run_1/logic_types.png
Scale: 6 px per um.
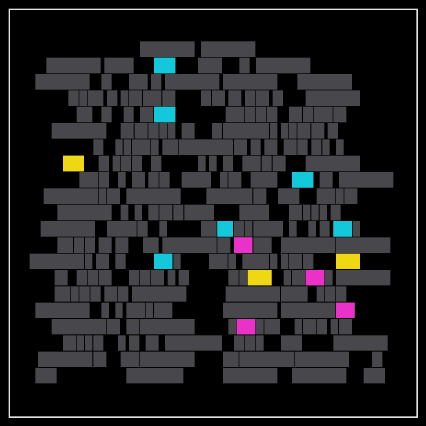
run_1/wires.png
Scale: 6 px per um. Two of the layers only.
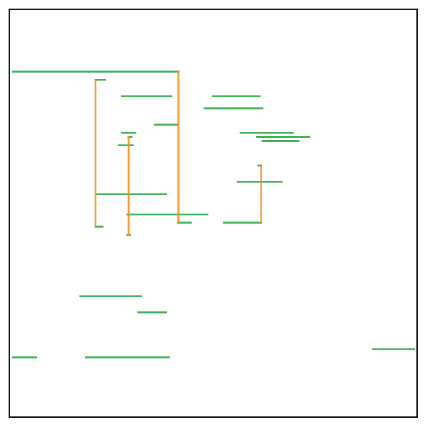
run_1/detail.png
Window x 19 to 49, y 32 to 62 um. Cells in grey, sequential cells in the stronger grey; small squares are vias.
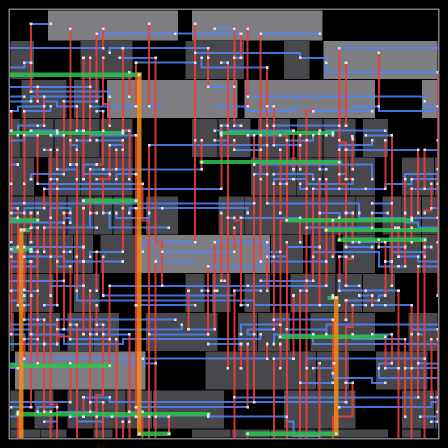
===== config.mk =====
export PLATFORM = sky130hd
export DESIGN_NAME = button_debounce
export DESIGN_NICKNAME = d
export VERILOG_FILES = /design/src/rtl/button_debounce.sv
export SDC_FILE = /design/constraint.sdc
export NUM_CORES = 1
export LEC_CHECK = 0
export CAP_MARGIN = 5
export CORE_MARGIN = 3
export CORE_UTILIZATION = 56
export DETAILED_ROUTE_END_ITERATION = 6
export GPL_TIMING_DRIVEN = 1
export PLACE_DENSITY = 0.73
export SKIP_CTS_REPAIR_TIMING = 1
export SYNTH_ARGS = -nofsm -noshare
export SYNTH_HDL_FRONTEND = slang
export SYNTH_SLANG_ARGS = --single-unit

===== constraint.sdc =====
create_clock -name sys_clk -period 2.91 [get_ports sys_clk]
set_input_delay 0.582 -clock sys_clk [delete_from_list [all_inputs] [get_ports sys_clk]]
set_output_delay 0.582 -clock sys_clk [all_outputs]
set_load 0.02 [all_outputs]

===== src/rtl/button_debounce.sv =====
// rtl/button_debounce.sv - push-button debouncer with click pulses; BUTTON_REPEAT_EN adds hold auto-repeat
module button_debounce #(
  parameter logic [31:0] CLICK_COUNT   = 32'd2500000,
  parameter logic [31:0] REPEAT_DELAY  = 32'd25000000,
  parameter logic [31:0] REPEAT_PERIOD = 32'd5000000,
  parameter logic        ACTIVE_LOW    = 1'b1
) (
  input  logic sys_clk,
  input  logic rst_n,
  input  logic btn_raw,
  output logic click,
  output logic pressed
);

  typedef enum logic [1:0] {IDLE, PRESS_WAIT, HELD, RELEASE_WAIT} state_t;

  // Zero counts would make a state unreachable; nothing here can recover from that.
  if (CLICK_COUNT == 32'd0 || REPEAT_DELAY == 32'd0 || REPEAT_PERIOD == 32'd0) begin : g_invalid_params
  end

  logic        sync1, sync2, p;
  state_t      state, state_nxt;
  logic [31:0] cnt, cnt_nxt;
  logic        click_nxt, pressed_nxt;

  // Released level of the raw pin equals ACTIVE_LOW, so the synchronizer resets to it.
  always_ff @(posedge sys_clk or negedge rst_n) begin
    if (!rst_n) begin
      sync1 <= ACTIVE_LOW;
      sync2 <= ACTIVE_LOW;
    end else begin
      sync1 <= btn_raw;
      sync2 <= sync1;
    end
  end

  assign p = sync2 ^ ACTIVE_LOW;

`ifdef BUTTON_REPEAT_EN
  logic [31:0] rcnt, rcnt_nxt;
  logic        rep_flag, rep_flag_nxt;

  always_ff @(posedge sys_clk or negedge rst_n) begin
    if (!rst_n) begin
      rcnt     <= 32'd0;
      rep_flag <= 1'b0;
    end else begin
      rcnt     <= rcnt_nxt;
      rep_flag <= rep_flag_nxt;
    end
  end
`endif

  always_ff @(posedge sys_clk or negedge rst_n) begin
    if (!rst_n) begin
      state   <= IDLE;
      cnt     <= 32'd0;
      click   <= 1'b0;
      pressed <= 1'b0;
    end else begin
      state   <= state_nxt;
      cnt     <= cnt_nxt;
      click   <= click_nxt;
      pressed <= pressed_nxt;
    end
  end

  always_comb begin
    state_nxt = state;
    cnt_nxt   = cnt;
    click_nxt = 1'b0;
`ifdef BUTTON_REPEAT_EN
    rcnt_nxt     = rcnt;
    rep_flag_nxt = rep_flag;
`endif
    case (state)
      IDLE: begin
        if (p) begin
          state_nxt = PRESS_WAIT;
          cnt_nxt   = 32'd1;
        end
      end
      PRESS_WAIT: begin
        if (!p) begin
          state_nxt = IDLE;
          cnt_nxt   = 32'd0;
        end else if (cnt == CLICK_COUNT) begin
          state_nxt = HELD;
          click_nxt = 1'b1;
          cnt_nxt   = 32'd0;
`ifdef BUTTON_REPEAT_EN
          rcnt_nxt     = 32'd1;
          rep_flag_nxt = 1'b0;
`endif
        end else begin
          cnt_nxt = cnt + 32'd1;
        end
      end
      HELD: begin
        if (!p) begin
          state_nxt = RELEASE_WAIT;
          cnt_nxt   = 32'd1;
`ifdef BUTTON_REPEAT_EN
          rcnt_nxt     = 32'd0;
          rep_flag_nxt = 1'b0;
`endif
        end else begin
`ifdef BUTTON_REPEAT_EN
          // First repeat waits REPEAT_DELAY, every later one REPEAT_PERIOD.
          if (rcnt == (rep_flag ? REPEAT_PERIOD : REPEAT_DELAY)) begin
            click_nxt    = 1'b1;
            rcnt_nxt     = 32'd1;
            rep_flag_nxt = 1'b1;
          end else begin
            rcnt_nxt = rcnt + 32'd1;
          end
`endif
        end
      end
      RELEASE_WAIT: begin
        if (p) begin
          state_nxt = HELD;
          cnt_nxt   = 32'd0;
`ifdef BUTTON_REPEAT_EN
          rcnt_nxt     = 32'd1;
          rep_flag_nxt = 1'b0;
`endif
        end else if (cnt == CLICK_COUNT) begin
          state_nxt = IDLE;
          cnt_nxt   = 32'd0;
        end else begin
          cnt_nxt = cnt + 32'd1;
        end
      end
      default: begin
        state_nxt = IDLE;
        cnt_nxt   = 32'd0;
      end
    endcase
    pressed_nxt = (state_nxt == HELD) || (state_nxt == RELEASE_WAIT);
  end

endmodule

==> impl_metrics.yaml, run 1 <==
# generated from flow reports
drt:
  highest_layer: "met4"
  drc: 2
  drt-met1-wl_um: 2175
  drtIter0Drc: 158
  dr.pass1.iters: 6
cells_and_area:
  clk_share_pct: 3.640
  drive_gt1_share_pct: 8.787
  nFillCells: 289
  fin_nets: 243
  logic_area_sq_um: 1080
  inv_count: 10
  largestClassByArea: "combinational gates"
  combAreaFraction_pct: 47.60
  seq_area_share_pct: 42.03
  buf_share_pct: 2.537
placement:
  port-buffer-count: 4
  place_hpwl_um: 3237
  place_area_sq_um: 2186
power_and_ir_drop:
  clock_power_mw: 0.349
  power.leakage_nw: 0.9036
  switchingPower_mw: 0.2352
  sequentialPowerShare_pct: 56.6
  p_comb_mw: 0.0658
  p_comb_share_pct: 6.9
  power_mw: 0.9552
worst_hold_path:
  hold_path_end: "sync2$_DFF_PN1_"
  hold_depth: 0
clock_network:
  clk_pin_slew_ns: 0.07
  clockRootBuffer: "clkbuf_8"
  cts_tree: "done"
critical_path:
  crit_slowest_cell: "or4b_4"
  cp-endpoint: "cnt[21]$_DFFE_PN0P_"
  r2r-start: "cnt[15]$_DFFE_PN0P_"
  startpoint_type: "flip-flop"
  crit_family: "simple AND/OR/NAND/NOR gates"
  crit_type: "reg2reg"
  cp_data_arrival_time_ns: 2.58
  crit_cells: 6
  r2r_cells: 6
  cp.required_ns: 3.08
  critPathLaunch: "cnt[15]$_DFFE_PN0P_"
final_timing:
  setup_viol: 0
  finalClockSkew_ns: 0.006640
  rsz0062_at_grt: "no"
  setup_ws_ns: 0.4978
  post-route-period-util_pct: 82.89
  hold_violations: 0
  fmax_mhz: 414.6
  tightest_slew_ns: 0.8436
  fin_setup_tns_ns: 0
global_routing:
  antenna_found_initial: 0
  grt_pass1_vias: 1698
  gr-max-usage-layer: "met2"
  grt_usage_pct: 22.60
  grt_pass1_wl_um: 7859
synthesis:
  edf_count: 0
  synthXorXnorAreaFrac_pct: 1.641
  ys_async_sr_fraction_pct: 100.0
  synthTopCellsByArea: "dfrtp_1 42%, nand2_1 4.6%, a31oi_1 4.1%"
  ys_seq_share_pct: 44.67
  yosysCellCount: 235
  top_area_cell: "dfrtp_1"
  synth_cells: 235
  fp_nets: 240
  yosys_warnings: 0
  synth_adder_area_share_pct: 1.172
  yosys_area_sq_um: 2135
  most_common_cell: "dfrtp_1"
floorplan:
  initCoreUtil_pct: 61.08
  coreArea_sq_um: 3495
  io_pins: 5
  die_w_um: 67.74
run_status:
  outcome: "finished with violations"
  violations: "DRC"
flow_run:
  cap_violations: 0
## Picture notes: logic_types.png
[AND-OR and OR-AND gates] cyan | cells: 6
[XOR/XNOR gates] magenta | cells: 4
[multiplexers] yellow | cells: 3
final cell count without fillers: 285
dominant logic cell type in the layout: dfrtp_1

## Picture notes: wires.png
[metal 4] orange | wire length: 75.5 um
[metal 3] green | wire length: 168 um
wire per inst: 16.15 um
Detailed Route WL: 4603 um

## Picture notes: detail.png
[metal 1] blue
[metal 4] orange
[metal 3] green
[metal 2] red
cells with their middle in the window: 79
netlist names of flops here include: cnt (7)
sequential cells in the window: 7
most frequent: nand2_1 (8), a21oi_1 (7), dfrtp_1 (7)

==> run 1: cell usage in the layout (no fill, tap or decap), types with 3 or more instances in the layout <==
master	netlist	layout
clkbuf_8	0	5
nand4_1	8	8
inv_1	10	10
nor3_1	8	8
o21bai_1	3	3
o21ai_1	3	3
buf_4	1	3
a21oi_1	17	17
o21ai_0	12	12
nor2_1	14	14
nand2b_1	4	4
nor4_1	5	5
nand2_1	26	26
nand3_1	14	14
a41oi_1	8	8
and3_1	5	5
clkdlybuf4s50_1	0	3
dfrtp_1	36	36
a31oi_1	14	14
==> run 1: registers in the layout, summed over array words and instances, names as in the netlist <==
register and flops:
cnt 32, pressed 1, sync1 1, state 2, click 1, sync2 1
--- run 2 (diff from run 1) ---
--- a/config.mk
+++ b/config.mk
@@ -7,10 +7,10 @@
 export LEC_CHECK = 0
 export CAP_MARGIN = 5
 export CORE_MARGIN = 3
-export CORE_UTILIZATION = 56
+export CORE_UTILIZATION = 55
 export DETAILED_ROUTE_END_ITERATION = 6
 export GPL_TIMING_DRIVEN = 1
-export PLACE_DENSITY = 0.73
+export PLACE_DENSITY = 0.75
 export SKIP_CTS_REPAIR_TIMING = 1
 export SYNTH_ARGS = -nofsm -noshare
 export SYNTH_HDL_FRONTEND = slang
==> constraint.sdc (replaced) <==
create_clock -name sys_clk -period 2.2 [get_ports sys_clk]
set_input_delay 0.44 -clock sys_clk [delete_from_list [all_inputs] [get_ports sys_clk]]
set_output_delay 0.44 -clock sys_clk [all_outputs]
set_load 0.02 [all_outputs]
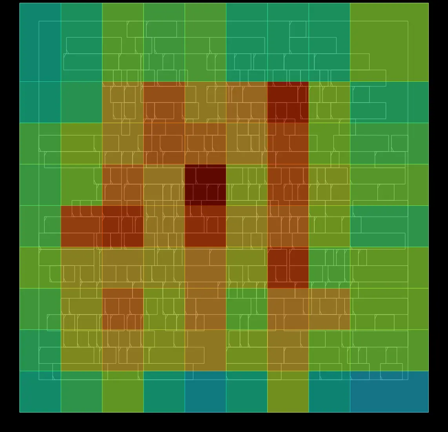
run_2/congestion.png
met3 usage: 4.433%
Top Usage Layer GRT: met2

==> run 2 against run 1 <==
The flow now finishes without violations. Clock skew is 0.0023 ns higher. Cell count is 9.5% higher. Hold slack worse by 0.12 ns. Setup slack worse by 0.42 ns. Clock power is 44% higher. Power is 39% higher. Synthesized cell count stayed put. Critical path depth is 1 higher. Non-clock buffer count is 25 higher. Design area is 11% higher. Global-route usage is 2.6 points higher. Area after synthesis stayed put. Critical endpoint is now cnt[17]$_DFFE_PN0P_. Highest routed layer unchanged.
==> impl_metrics.yaml, run 2 <==
# generated from flow reports
run_status:
  outcome: "completed"
drt:
  drc: 0
  postRouteWirelength_um: 5239
  vias: 1951
  dr.pass1.iters: 4
  drt-met1-wl_um: 2391
  drtIter0Drc: 204
  highest_layer: "met4"
  route.detailed.wl_per_inst_um: 16.79
global_routing:
  grt_util_met1_pct: 34.68
  grt_pass1_wl_um: 8583
  grt_usage_pct: 25.16
  antenna_found_initial: 0
cells_and_area:
  logic_area_sq_um: 1114
  nFillCells: 311
  final_cell_mix: "36 x dfrtp_1, 26 x nand2_1, 26 x buf_4, 17 x a21oi_1"
  top_register: "cnt"
  final_cell_count_no_fill: 312
  lay_top_count: "dfrtp_1"
  fin_nets: 268
  largest_register_ffs: 32
  largestRegisters: "cnt (32), state (2)"
  drive_gt1_share_pct: 18.94
flow_run:
  cap_violations: 0
placement:
  place_hpwl_um: 3598
  port-buffer-count: 4
  place_area_sq_um: 2366
critical_path:
  crit_type: "reg2reg"
  crit_slowest_cell: "or4b_4"
  critPathLaunch: "cnt[6]$_DFFE_PN0P_"
  crit_cells: 7
  r2r_cells: 7
  cp.required_ns: 2.37
  startpoint_type: "flip-flop"
  cp-endpoint: "cnt[17]$_DFFE_PN0P_"
  cp_data_arrival_time_ns: 2.30
  crit_family: "simple AND/OR/NAND/NOR gates"
  r2r-start: "cnt[6]$_DFFE_PN0P_"
floorplan:
  io_pins: 5
  coreArea_sq_um: 3689
  rows: 22
  die_w_um: 68.30
  initCoreUtil_pct: 57.87
final_timing:
  post-route-period-util_pct: 96.55
  fmax_mhz: 470.8
  fin_setup_tns_ns: 0
  hold_violations: 0
  setup_viol: 0
  rsz0062_at_grt: "yes"
  setup_ws_ns: 0.07585
  tightest_slew_ns: 1.108
synthesis:
  edf_count: 0
  yosys_warnings: 0
  most_common_cell: "dfrtp_1"
  synthXorXnorAreaFrac_pct: 1.641
  ys_async_sr_fraction_pct: 100.0
  synth_cells: 235
  synthTopCellsByArea: "dfrtp_1 42%, nand2_1 4.6%, a31oi_1 4.1%"
  yosys_area_sq_um: 2135
  synth_adder_area_share_pct: 1.172
  ys_sh_aoi_pct: 20.40
  top_area_cell: "dfrtp_1"
  yosysCellCount: 235
  fp_nets: 240
power_and_ir_drop:
  power.leakage_nw: 1.046
  power_mw: 1.330
clock_network:
  clk_pin_slew_ns: 0.08
  cts_tree: "done"
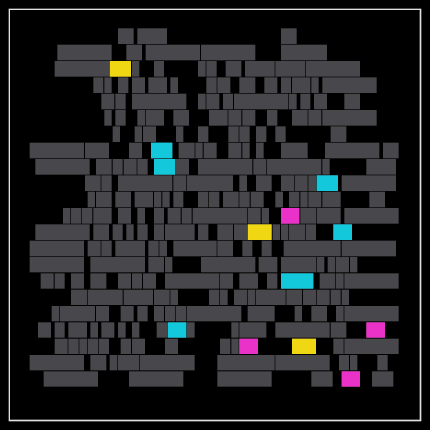
run_2/logic_types.png
Scale: 6 px per um.
[multiplexers] yellow | cells: 3
[XOR/XNOR gates] magenta | cells: 4 | where: south-east
[AND-OR and OR-AND gates] cyan | cells: 6

-- run 2: cell types whose count changed in the layout (fill, tap and decap cells not counted), sizes merged --
cell / change
clkbuf: +1
buf: +25
clkinv: -1
-- run 2: cell families after synthesis --
kind of cell / count (synthesis)
adder cells (fa/ha/maj): 2
flip-flops: 38
multiplexers: 3
AND/OR/NAND/NOR: 99
buffers and inverters: 21
XOR/XNOR: 4
AND-OR/OR-AND: 68
-- run 2: where the power goes --
group          switching (mW)  internal [mW]  leakage (nW)
combinational          0.0700         0.0412         0.479
clock                   0.251          0.253        0.0482
sequential            0.00784          0.707         0.519
-- run 2: cell type report --
class	instances	area share (%)
multi-input cells	176	44.23
clock inverters	1	0.1988
repair buffers	32	10.39
clock buffers	7	3.429
flip-flops and latches	38	37.87
well taps	48	2.386
inverters	10	1.491
No activity file was given, so power comes from the tool's default toggle rates.
